### config.mk
export PLATFORM = sky130hd
export DESIGN_NAME = uart_rx
export DESIGN_NICKNAME = d
export VERILOG_FILES = /design/src/rtl/uart_pkg.sv /design/src/rtl/sync_2ff.sv /design/src/rtl/uart_rx.sv
export SDC_FILE = /design/constraint.sdc
export NUM_CORES = 1
export LEC_CHECK = 0
export CAP_MARGIN = 20
export CORE_AREA = 2 2 63 65
export DETAILED_ROUTE_END_ITERATION = 16
export DIE_AREA = 0 0 65 67
export GPL_ROUTABILITY_DRIVEN = 0
export PLACE_DENSITY = 0.72
export SYNTH_ARGS = -nofsm -noshare
export SYNTH_HDL_FRONTEND = slang
export SYNTH_SLANG_ARGS = --single-unit
### constraint.sdc
create_clock -name clock -period 1.69 [get_ports clock]
set_input_delay 0.169 -clock clock [delete_from_list [all_inputs] [get_ports clock]]
set_output_delay 0.169 -clock clock [all_outputs]
set_load 0.05 [all_outputs]
### src/rtl/uart_pkg.sv
`default_nettype none
// ----------------------------------------------------------------------------
// Module   : uart_pkg
// Brief    : Shared UART types and baud constants.
// Revision : 1.0
// ----------------------------------------------------------------------------
package uart_pkg;

    typedef enum logic [2:0] {
        IDLE  = 3'd0,
        START = 3'd1,
        DATA  = 3'd2,
        STOP  = 3'd3,
        BREAK = 3'd4
    } uart_rx_state_t;

    // 100 MHz system clock at 115200 baud.
    localparam int CLKS_PER_BIT_115200 = 868;

endpackage : uart_pkg
`default_nettype wire

### src/rtl/sync_2ff.sv
`default_nettype none
// ----------------------------------------------------------------------------
// Module   : sync_2ff
// Brief    : Two-flop synchronizer for a single asynchronous input.
// Revision : 1.0
// ----------------------------------------------------------------------------
module sync_2ff #(
    parameter logic RESET_VAL = 1'b1
) (
    input  logic clk_i,
    input  logic rst_ni,
    input  logic d_i,
    output logic q_o
);

    logic meta_q;
    logic sync_q;

    always_ff @(posedge clk_i or negedge rst_ni) begin
        if (!rst_ni) begin
            meta_q <= RESET_VAL;
            sync_q <= RESET_VAL;
        end else begin
            meta_q <= d_i;
            sync_q <= meta_q;
        end
    end

    assign q_o = sync_q;

endmodule : sync_2ff
`default_nettype wire

### src/rtl/uart_rx.sv
`default_nettype none
// ----------------------------------------------------------------------------
// Module   : uart_rx
// Brief    : 8N1 UART receiver, mid-bit sampling, glitch-start and framing-error handling.
// Revision : 1.0
// ----------------------------------------------------------------------------
module uart_rx
    import uart_pkg::*;
#(
    parameter int CLKS_PER_BIT = CLKS_PER_BIT_115200,
    parameter int HALF_BIT     = CLKS_PER_BIT / 2
) (
    input  logic       clock,
    input  logic       reset,
    input  logic       rxd,
    output logic       rx_ready,
    output logic [7:0] rdata,
    output logic       ferr,
    output logic       busy
);

    localparam int             CW        = $clog2(CLKS_PER_BIT);
    localparam logic [CW-1:0]  BIT_LAST  = CW'(CLKS_PER_BIT - 1);
    localparam logic [CW-1:0]  HALF_LAST = CW'(HALF_BIT - 1);

    logic           rxd_s;
    uart_rx_state_t state_q, state_d;
    logic [CW-1:0]  cnt_q, cnt_d;
    logic [2:0]     bit_idx_q, bit_idx_d;
    logic [7:0]     shift_q, shift_d;
    logic [7:0]     rdata_q, rdata_d;
    logic           rx_ready_q, rx_ready_d;
    logic           ferr_q, ferr_d;

    // Preset to 1 so the line reads idle straight out of reset.
    sync_2ff #(
        .RESET_VAL (1'b1)
    ) u_sync_rxd (
        .clk_i  (clock),
        .rst_ni (reset),
        .d_i    (rxd),
        .q_o    (rxd_s)
    );

    always_ff @(posedge clock or negedge reset) begin
        if (!reset) begin
            state_q    <= IDLE;
            cnt_q      <= '0;
            bit_idx_q  <= '0;
            shift_q    <= '0;
            rdata_q    <= '0;
            rx_ready_q <= 1'b0;
            ferr_q     <= 1'b0;
        end else begin
            state_q    <= state_d;
            cnt_q      <= cnt_d;
            bit_idx_q  <= bit_idx_d;
            shift_q    <= shift_d;
            rdata_q    <= rdata_d;
            rx_ready_q <= rx_ready_d;
            ferr_q     <= ferr_d;
        end
    end

    always_comb begin
        state_d    = state_q;
        cnt_d      = cnt_q;
        bit_idx_d  = bit_idx_q;
        shift_d    = shift_q;
        rdata_d    = rdata_q;
        rx_ready_d = 1'b0;
        ferr_d     = 1'b0;

        case (state_q)
            IDLE: begin
                if (!rxd_s) begin
                    state_d = START;
                    cnt_d   = '0;
                end
            end

            START: begin
                if (cnt_q == HALF_LAST) begin
                    cnt_d = '0;
                    if (!rxd_s) begin
                        state_d   = DATA;
                        bit_idx_d = '0;
                    end else begin
                        state_d = IDLE;
                    end
                end else begin
                    cnt_d = cnt_q + CW'(1);
                end
            end

            DATA: begin
                if (cnt_q == BIT_LAST) begin
                    cnt_d     = '0;
                    // LSB arrives first, so shifting in at the MSB leaves bit 0 at the bottom.
                    shift_d   = {rxd_s, shift_q[7:1]};
                    bit_idx_d = bit_idx_q + 3'd1;
                    if (bit_idx_q == 3'd7) begin
                        state_d = STOP;
                    end
                end else begin
                    cnt_d = cnt_q + CW'(1);
                end
            end

            STOP: begin
                if (cnt_q == BIT_LAST) begin
                    cnt_d = '0;
                    if (rxd_s) begin
                        rdata_d    = shift_q;
                        rx_ready_d = 1'b1;
                        state_d    = IDLE;
                    end else begin
                        ferr_d  = 1'b1;
                        state_d = BREAK;
                    end
                end else begin
                    cnt_d = cnt_q + CW'(1);
                end
            end

            BREAK: begin
                if (rxd_s) begin
                    state_d = IDLE;
                end
            end

            default: begin
                state_d = IDLE;
            end
        endcase
    end

    assign rx_ready = rx_ready_q;
    assign ferr     = ferr_q;
    assign rdata    = rdata_q;
    assign busy     = (state_q != IDLE);

endmodule : uart_rx
`default_nettype wire
==> notes.md, run 1 <==
The synthesis and PnR run went through. The run finished, with violations left. The final reports fail on negative setup slack. In the power breakdown, the biggest contributor is registers.

Wire length on met2 landed at about 2000 microns. The path class of the tightest hold or removal check is input port to asynchronous set/reset pin. Sequential cells make up 38.61% of the cell area. Hold violation total from the final report landed at 0. Top-area cell type share of the netlist area landed at 46.96%.

In this run the number of H-tree levels came out at 2. STA classifies the critical path endpoint as a flop. Maximum fanout along the worst path landed at 8. The highest supply drop recorded on VDD is between 0.0005 and 0.0006 V. Average wire per cell in the routed design landed at between 15 and 20 microns. Total negative slack landed at -244.5 ps. Clock tree buffer count of the final layout landed at 7. Netlist area before placement landed at between 1500 and 2000 sq um. Along the critical path, the tally of buffer and inverter instances is 1.

Per the layout area report, the combinational gate area comes to roughly 940 sq um. Per the post-synthesis stats, the area per cell is between 10 and 15 sq um. The number of antenna diodes in the final layout is 0. By area the synthesized netlist is led by sky130_fd_sc_hd__dfrtp_1 (47%), sky130_fd_sc_hd__mux2_2 (9.9%), sky130_fd_sc_hd__dfstp_2 (2.9%), sky130_fd_sc_hd__nand2_1 (2.9%), sky130_fd_sc_hd__ha_1 (2.8%). Per the detail_route report, vias per standard cell equal about 5.8. In this run the power spent charging and discharging nets is roughly 320 uW. Counting flops with a built-in enable in the synthesized netlist gives 0. Total chip power landed at about 1500 uW.

Remaining routing DRC violations landed at 0. The switching portion of total power comes to a little over a fifth. The internal portion of the total power is ~1200 uW.

Clock latency reported for the late side of the worst-skew pair landed at just under 300 ps. According to the timing report, the data required time at the worst endpoint equals 1880 ps. Sequential cells burn between 50% and 60% of the power. After detailed routing, the wire length on met1 is roughly 1700 microns.

Relative contribution of combinational cells to total power landed at about 2.2%. For this run the detailed placement stage logged an HPWL of between 2000 and 3000 microns. The critical path crosses 6 cells after its start point. Final cycle utilization of the critical path landed at 101.9%. Detailed-routed wire length on met3 landed at 262 microns. Width of the die landed at 65 microns. The initialized floorplan defines 22 standard-cell rows. The first global-routing pass estimated roughly 6400 microns of wire. Time the worst path needs with I/O delays and setup landed at 1723 ps. Post-layout worst setup margin landed at -32.65 ps.

In the final layout, the share of cells above drive strength 1 is around 36%. Post-detailed-route count of antenna-violating nets landed at 0. CTS added clock buffers totalling 5. TritonCTS built the clock tree.

Count of synthesis-stage warnings from yosys landed at 0. Minimum hold slack landed at ~250 ps. OpenSTA lists the critical path startpoint as cnt_q[1]. For this run, the final setup violation count is recorded as 20. The final design was reported to hold multi-input combinational gates totalling between 100 and 150. The floorplan report lists the tap cell count as 48.

Post-layout instance area landed at around 2300 sq um. Chip area in the Yosys report landed at between 1500 and 2000 sq um. STA classifies the critical path startpoint as a flop. For this design the top-level I/O count stands at 14.

The cell type that accounts for the most area after synthesis is sky130_fd_sc_hd__dfrtp_1. The highest metal layer carrying signal wires in the routed design is met4. Summed over all cells, the static leakage comes to around 0.0010 uW.

Per the log, the first TritonRoute iteration ended with a DRC count of 61. Cells fill 65.06% of the core in the end. Measured along the y axis, the die boundary spans ~67 microns. Relative contribution of the clock network to total power landed at approximately two fifths.

The design has 36 sequential cells. Per the OpenROAD floorplan log, the area of the die is about 4400 sq um. Clock cells make up 3.627% of the layout cell area.

The post-synth register bit count is 36. The critical path in this run is classified as flop to flop. The signal on the critical path passes through inv_2, ha_4, and4bb_2, a41oi_4, o21ai_2, o21ai_0.

Largest incremental delay on the critical path landed at 400 ps. The largest register by flop count is cnt_q. Maximum number of pins on one net before global-route repair landed at 37.

For this design the ratio of total power to cell area is between 600 and 700 nW/um^2. Number of global-route vias before repair landed at about 1,300. Clock skew after layout landed at between 6 and 7 ps.
run 1: cell families after synthesis:
family / synth area share [%]
simple gates: 18.23
flops: 49.86
compound gates: 13.47
mux: 11.05
buf+inv: 4.627
fa+ha+maj: 2.763
run 1: per-layer routing:
metal  GRT usage, %  up-vias
met2          30.54       60
met4          8.511        0
met3          6.757        7
met1          25.74      700
met5              0        -
li1               -      655
run 1: final timing paths:
kind / endpoint / slack (ps)
max: cnt_q[0] / -30
min: cnt_q[2] / 250
max reg2reg: cnt_q[0] / -30
min reg2reg: u_sync_rxd.q_o / 360
max in group asynchronous: u_sync_rxd.q_o / 1190
min in group clock: u_sync_rxd.meta_q / 290
run 1: synthesized netlist by cell type (all sizes together) (3+ instances only):
| library cell | instances |
|---|---|
| inv | 8 |
| a31oi | 3 |
| a21oi | 5 |
| o21ai | 7 |
| ha | 4 |
| nor2b | 3 |
| nand2 | 14 |
| buf | 7 |
| nor3 | 8 |
| mux2 | 16 |
| nand3 | 7 |
| o32ai | 3 |
| nor2 | 11 |
| dfrtp | 34 |
| nand4 | 3 |
run 1: timing repair:
| item | 4_1_cts | 5_1_grt |
|---|---|---|
| buffers inserted | 1 | 4 |
| pin swaps | 4 | 7 |
| hold buffers | 0 | 0 |
| resized | 5 | 24 |
| endpoints found under the setup margin | 20 | 29 |
run 1: cell usage in the layout, fill, tap and decap left out, types with 2 or more instances in the layout:
| master | n |
|---|---|
| sky130_fd_sc_hd__a21oi_1 | 3 |
| sky130_fd_sc_hd__a21oi_2 | 2 |
| sky130_fd_sc_hd__a31oi_1 | 2 |
| sky130_fd_sc_hd__and4bb_2 | 2 |
| sky130_fd_sc_hd__buf_12 | 3 |
| sky130_fd_sc_hd__buf_4 | 18 |
| sky130_fd_sc_hd__clkbuf_1 | 2 |
| sky130_fd_sc_hd__clkbuf_8 | 5 |
| sky130_fd_sc_hd__clkdlybuf4s50_1 | 12 |
| sky130_fd_sc_hd__dfrtp_1 | 32 |
| sky130_fd_sc_hd__dfrtp_2 | 2 |
| sky130_fd_sc_hd__dfstp_2 | 2 |
| sky130_fd_sc_hd__ha_1 | 2 |
| sky130_fd_sc_hd__inv_1 | 7 |
| sky130_fd_sc_hd__mux2_2 | 7 |
| sky130_fd_sc_hd__mux2_4 | 9 |
| sky130_fd_sc_hd__mux2i_1 | 2 |
| sky130_fd_sc_hd__nand2_1 | 14 |
| sky130_fd_sc_hd__nand3_1 | 6 |
| sky130_fd_sc_hd__nand4_1 | 3 |
| sky130_fd_sc_hd__nor2_1 | 10 |
| sky130_fd_sc_hd__nor2b_1 | 3 |
| sky130_fd_sc_hd__nor3_1 | 4 |
| sky130_fd_sc_hd__nor3_2 | 4 |
| sky130_fd_sc_hd__o2111ai_1 | 2 |
| sky130_fd_sc_hd__o21ai_0 | 4 |
| sky130_fd_sc_hd__o21ai_1 | 2 |
| sky130_fd_sc_hd__o221ai_1 | 2 |
| sky130_fd_sc_hd__o32ai_1 | 2 |
| sky130_fd_sc_hd__or3_1 | 2 |
run 1: through the flow:
stage | instances | setup slack [ps]
finish | 245 | -32.65
global route | 245 | -155.4
CTS | 241 | -42.48
detailed placement | 232 | -125.1
global placement | 232 | -15.88
floorplan | 164 | -35.55
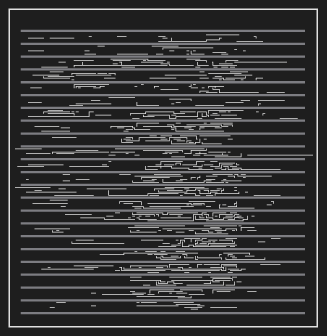
Run 1: metal 1
Supply wires on this layer in gray.
longest straight run	19.8 microns
nets with wire on the layer	189

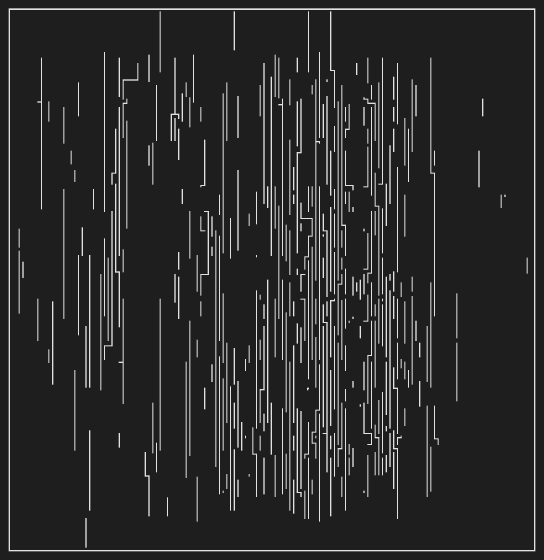
Run 1: signal wires on met2
wire length on this layer	1,960 microns
nets with wire on the layer	178
longest straight run	29.2 microns

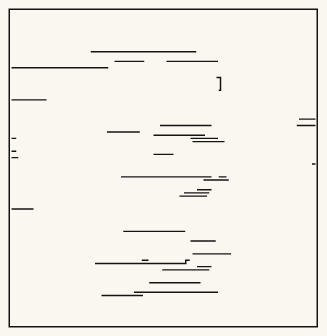
Run 1: metal 3
share of all routed wire	6.6%
nets with wire on the layer	31
main direction	horizontal
wire length on this layer	263 microns
longest straight run	22.1 microns
total via count after detailed routing: 1,422
sum of routed wire length over all layers: 3980 microns

==> run 1 -> run 2 <==
Settings changed: ABC_CLOCK_PERIOD_IN_PS from default to 1690, SLEW_MARGIN from default to 20.
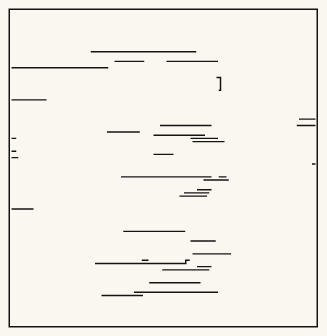
Run 2: metal 3
nets with wire on the layer	31
longest straight run	22.1 microns
main direction	horizontal
wire length on this layer	263 microns
global-route track usage on met3: 6.757%

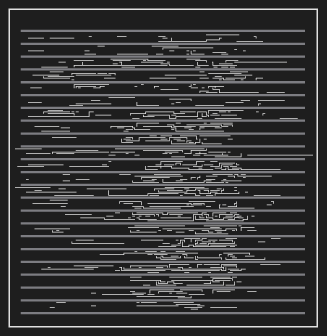
Run 2: metal 1
Supply wires on this layer in gray.
longest straight run	19.8 microns
wire length on this layer	1,700 microns
met1 GRT Util: 25.74%

==> run 2 against run 1 <==
Effect of this change:
- the run still ends with negative setup slack left
- worst setup slack is the same
- non-clock buffer count is the same
- synthesized cell count is the same
- fmax is the same
- sequential power is essentially flat
- via count is the same
- largest power group unchanged
- highest routed layer unchanged
==> notes.md, run 2 <==
The synthesis and PnR run went through. The run finished, with violations left. The final reports fail on negative setup slack. Power per standard cell area landed at between 600 and 700 nW/um^2. In the finished design, the share of the clock period the worst path needs comes to 101.9%. HPWL after detailed placement landed at between 2000 and 3000 microns. Number of buffers created by CTS landed at 5. The setup path with the least slack is of type flop to flop.

After synthesis, the largest area contributor takes up 46.96% of total cell area. The wire length recorded after detailed routing is just under 4000 microns. Mean instance size in the synthesized netlist landed at approximately 11 sq um.

Number of global-route vias before repair landed at between 1,000 and 1,500. The clock tree has to reach 36 sinks. By instance count after routing, the leading logic cell types are sky130_fd_sc_hd__dfrtp_1 (32), sky130_fd_sc_hd__buf_4 (18), sky130_fd_sc_hd__nand2_1 (14), sky130_fd_sc_hd__clkdlybuf4s50_1 (12), sky130_fd_sc_hd__nor2_1 (10). Of the total synthesized cell area, the portion taken by XOR and XNOR cells is 0%. Per the OpenROAD floorplan log, the area of the die is about 4400 sq um.

Area fraction in and, or, nand and nor cells landed at a little under a fifth. The critical path goes through inv_2, ha_4, and4bb_2, a41oi_4, o21ai_2, o21ai_0. Area share of fa/ha/maj cells after synthesis landed at between 2 and 3%. Number of enable flip-flop cells landed at 0.

Time the worst path needs with I/O delays and setup landed at between 1500 and 2000 ps. Across the run, the number of max-cap violations was 0. Per Yosys stat, the portion of area used by sequential elements is roughly 50%. In this run the cell area of the synthesized design comes to about 1800 sq um.

After detailed routing, the number of vias per cell comes to 5.804. Looking at the gate-level netlist, the highest instance count belongs to sky130_fd_sc_hd__dfrtp_1. Largest incremental delay on the critical path landed at roughly 400 ps. Chip area in the Yosys report landed at between 1500 and 2000 sq um. At the end of the flow, the number of nets in the layout was ~200.

Post-layout worst setup margin landed at -32.65 ps. The number of buffers and inverters on the critical path is 1. First-pass GRT wire length landed at about 6400 microns. The script extracted a total leakage power of roughly 0.0010 uW. Share of final-layout standard cells stronger than drive strength 1 landed at a little over a third.

The synthesis report names the predominant flop master as sky130_fd_sc_hd__dfrtp_1. Looking at the critical path, the single cell with the biggest stage delay is sky130_fd_sc_hd__dfrtp_1. Per the OpenROAD floorplan log, the height of the die is around 67 microns.

For the worst setup path, the data arrival time is 1910 ps. Maximum number of pins on one net before global-route repair landed at 37. After synthesis, the largest family of logic cells by area is simple AND/OR/NAND/NOR gates. Warnings reported by Yosys during synthesis add up to 0.

Synthesis produced a netlist whose cell count is 164. Per the final timing report, the hold violations number 0. Data required time of the critical path landed at about 1900 ps. Minimum hold slack landed at 249.2 ps. Maximum fanout along the worst path landed at 8. Tally of unique sky130hd cells used after synthesis landed at between 40 and 50. Per the layout report, the design carries between 200 and 300 filler cells. Total inserted antenna cells landed at 0. The worst-case reg-to-reg setup slack stands at -30 ps. The clock tree synthesis step divided the H-tree into 2 levels. Clock skew after layout landed at 6.969 ps. Measured against the total synthesized area, the mux share comes to 11.05%. Total congestion overflow after global routing landed at 0. The detail route stage leaves a number of antenna-violating nets equal to 0. Via total after detailed routing landed at ~1,400. Dividing the detail-routed wire length by the instance count gives between 15 and 20 microns.

Per the synth log, the flip-flop and latch total comes to 36. STA lists the startpoint of the worst register-to-register path as cnt_q[1]. Ranked by instance count, the synthesized netlist is headed by sky130_fd_sc_hd__dfrtp_1 (34), sky130_fd_sc_hd__mux2_2 (16), sky130_fd_sc_hd__nand2_1 (14), sky130_fd_sc_hd__nor2_1 (10). The register with the most flip-flops in the layout has 10 of them.

Net count entering floorplan landed at 171. Between the synthesized netlist and the finished layout, the area growth was recorded as 29.49%. The worst setup path is launched from a flop.

Clock transition time at the flip-flop clock pins of the worst setup and hold paths landed at 70 ps. Width of the die landed at around 65 microns. At the later pin of the worst-skew pair, clock insertion delay measures 290 ps. Number of design-rule violations left by the first detailed-router iteration landed at slightly above 60.

The core region is between 3000 and 4000 sq um. Number of buffers on the longest clock path landed at 2. STA classifies the critical path endpoint as a flop. Summing internal, switching and leakage power gives approximately 1500 uW. Remaining routing DRC violations landed at 0. TritonCTS built the clock tree. Final-report setup violation count landed at 20. Per the synthesis report, the AND-OR/OR-AND share of the synthesized area is 13.47%.

The most critical min-delay path falls under input port to asynchronous set/reset pin. The largest register by flop count is cnt_q. STA lists the endpoint of the worst register-to-register path as cnt_q[0]. Highest clock frequency the design can meet landed at between 500 and 600 MHz. The report lists the number of standard-cell rows as 22.

Looking at area per cell type in the netlist, the leader is sky130_fd_sc_hd__dfrtp_1. The main area contributors are sky130_fd_sc_hd__dfrtp_1 (47%), sky130_fd_sc_hd__mux2_2 (9.9%), sky130_fd_sc_hd__dfstp_2 (2.9%), sky130_fd_sc_hd__nand2_1 (2.9%), sky130_fd_sc_hd__ha_1 (2.8%). According to the I/O placement log, the pin count is 14. By instance count after routing, the leading logic cell type is sky130_fd_sc_hd__dfrtp_1.

The analysis reports a worst IR drop on VDD of ~0.00056 V. Initial cell density of the core landed at 50.24%.
run 2: cell counts in the layout (fill, tap and decap cells not counted):
No cell type changed its count.
run 2: layout make-up:
cell class / instances / area [sq um] / area share, %
inverters: 8 / 30.03 / 1.280
flip-flops and latches: 36 / 905.9 / 38.61
repair buffers: 34 / 326.6 / 13.92
well taps: 48 / 60.06 / 2.560
clock inverters: 1 / 8.758 / 0.3733
clock buffers: 7 / 76.32 / 3.253
multi-input cells: 111 / 938.4 / 40.00
run 2: report_power, final:
group / switching, uW / total [uW] / internal [uW] / leakage (uW)
Sequential: 2.62 / 868 / 866 / 0.000478
Clock: 300 / 594 / 294 / 0.0000424
Combinational: 20.8 / 32.8 / 11.9 / 0.000491
Total: 324 / 1500 / 1170 / 0.00101
run 2: layer usage:
layer,up-vias,part of all wire (%),track usage (%)
met5,-,0,0
met4,0,1.5,8.511
met3,7,6.6,6.757
met2,60,49,30.54
met1,700,43,25.74
li1,655,-,-
run 2: logic make-up (layout without fill, tap and decap cells):
group	count (synthesis)	count (layout)
multiplexers	18	18
buffers and inverters	17	50
AND-OR/OR-AND	30	30
flip-flops	36	36
adder cells (fa/ha/maj)	4	4
AND/OR/NAND/NOR	59	59
run 2: repair_timing:
item,in CTS,in global routing
buffers inserted,1,4
endpoints found under the hold margin,0,0
hold buffers,0,0
endpoints found under the setup margin,20,29
resized,5,24
pin swaps,4,7
run 2: through the flow:
stage	util, %	instance area (sq um)	setup TNS (ps)	cells	worst slack (ps)
after global placement	58.22	2100	-112.4	232	-15.88
after global routing	65.06	2346	-1896	245	-155.4
final	65.06	2346	-244.5	245	-32.65
after detailed placement	58.22	2100	-714.8	232	-125.1
after floorplan	-	1824	-524.9	164	-35.55
after CTS	61.69	2225	-128.5	241	-42.48
run 2: worst register-to-register path: stages, from the launching register on:
cell and delay (ps):
sky130_fd_sc_hd__dfrtp_1 400, sky130_fd_sc_hd__inv_2 70, sky130_fd_sc_hd__ha_4 150, sky130_fd_sc_hd__and4bb_2 230, sky130_fd_sc_hd__a41oi_4 380, sky130_fd_sc_hd__o21ai_2 150
sky130_fd_sc_hd__o21ai_0 230
run 2: how the worst max path moves through the flow:
stage	cells past startpoint	to	startpoint	slack, ps
finish	6	cnt_q[0]	cnt_q[1]	-30
global placement	5	rdata[6]	cnt_q[0]	-20
global route	6	cnt_q[0]	cnt_q[1]	-160
detailed placement	4	cnt_q[1]	state_q[0]	-130
floorplan	5	rdata[0]	cnt_q[0]	-40
CTS	6	cnt_q[1]	cnt_q[1]	-40
No activity file was given, so power comes from the tool's default toggle rates.
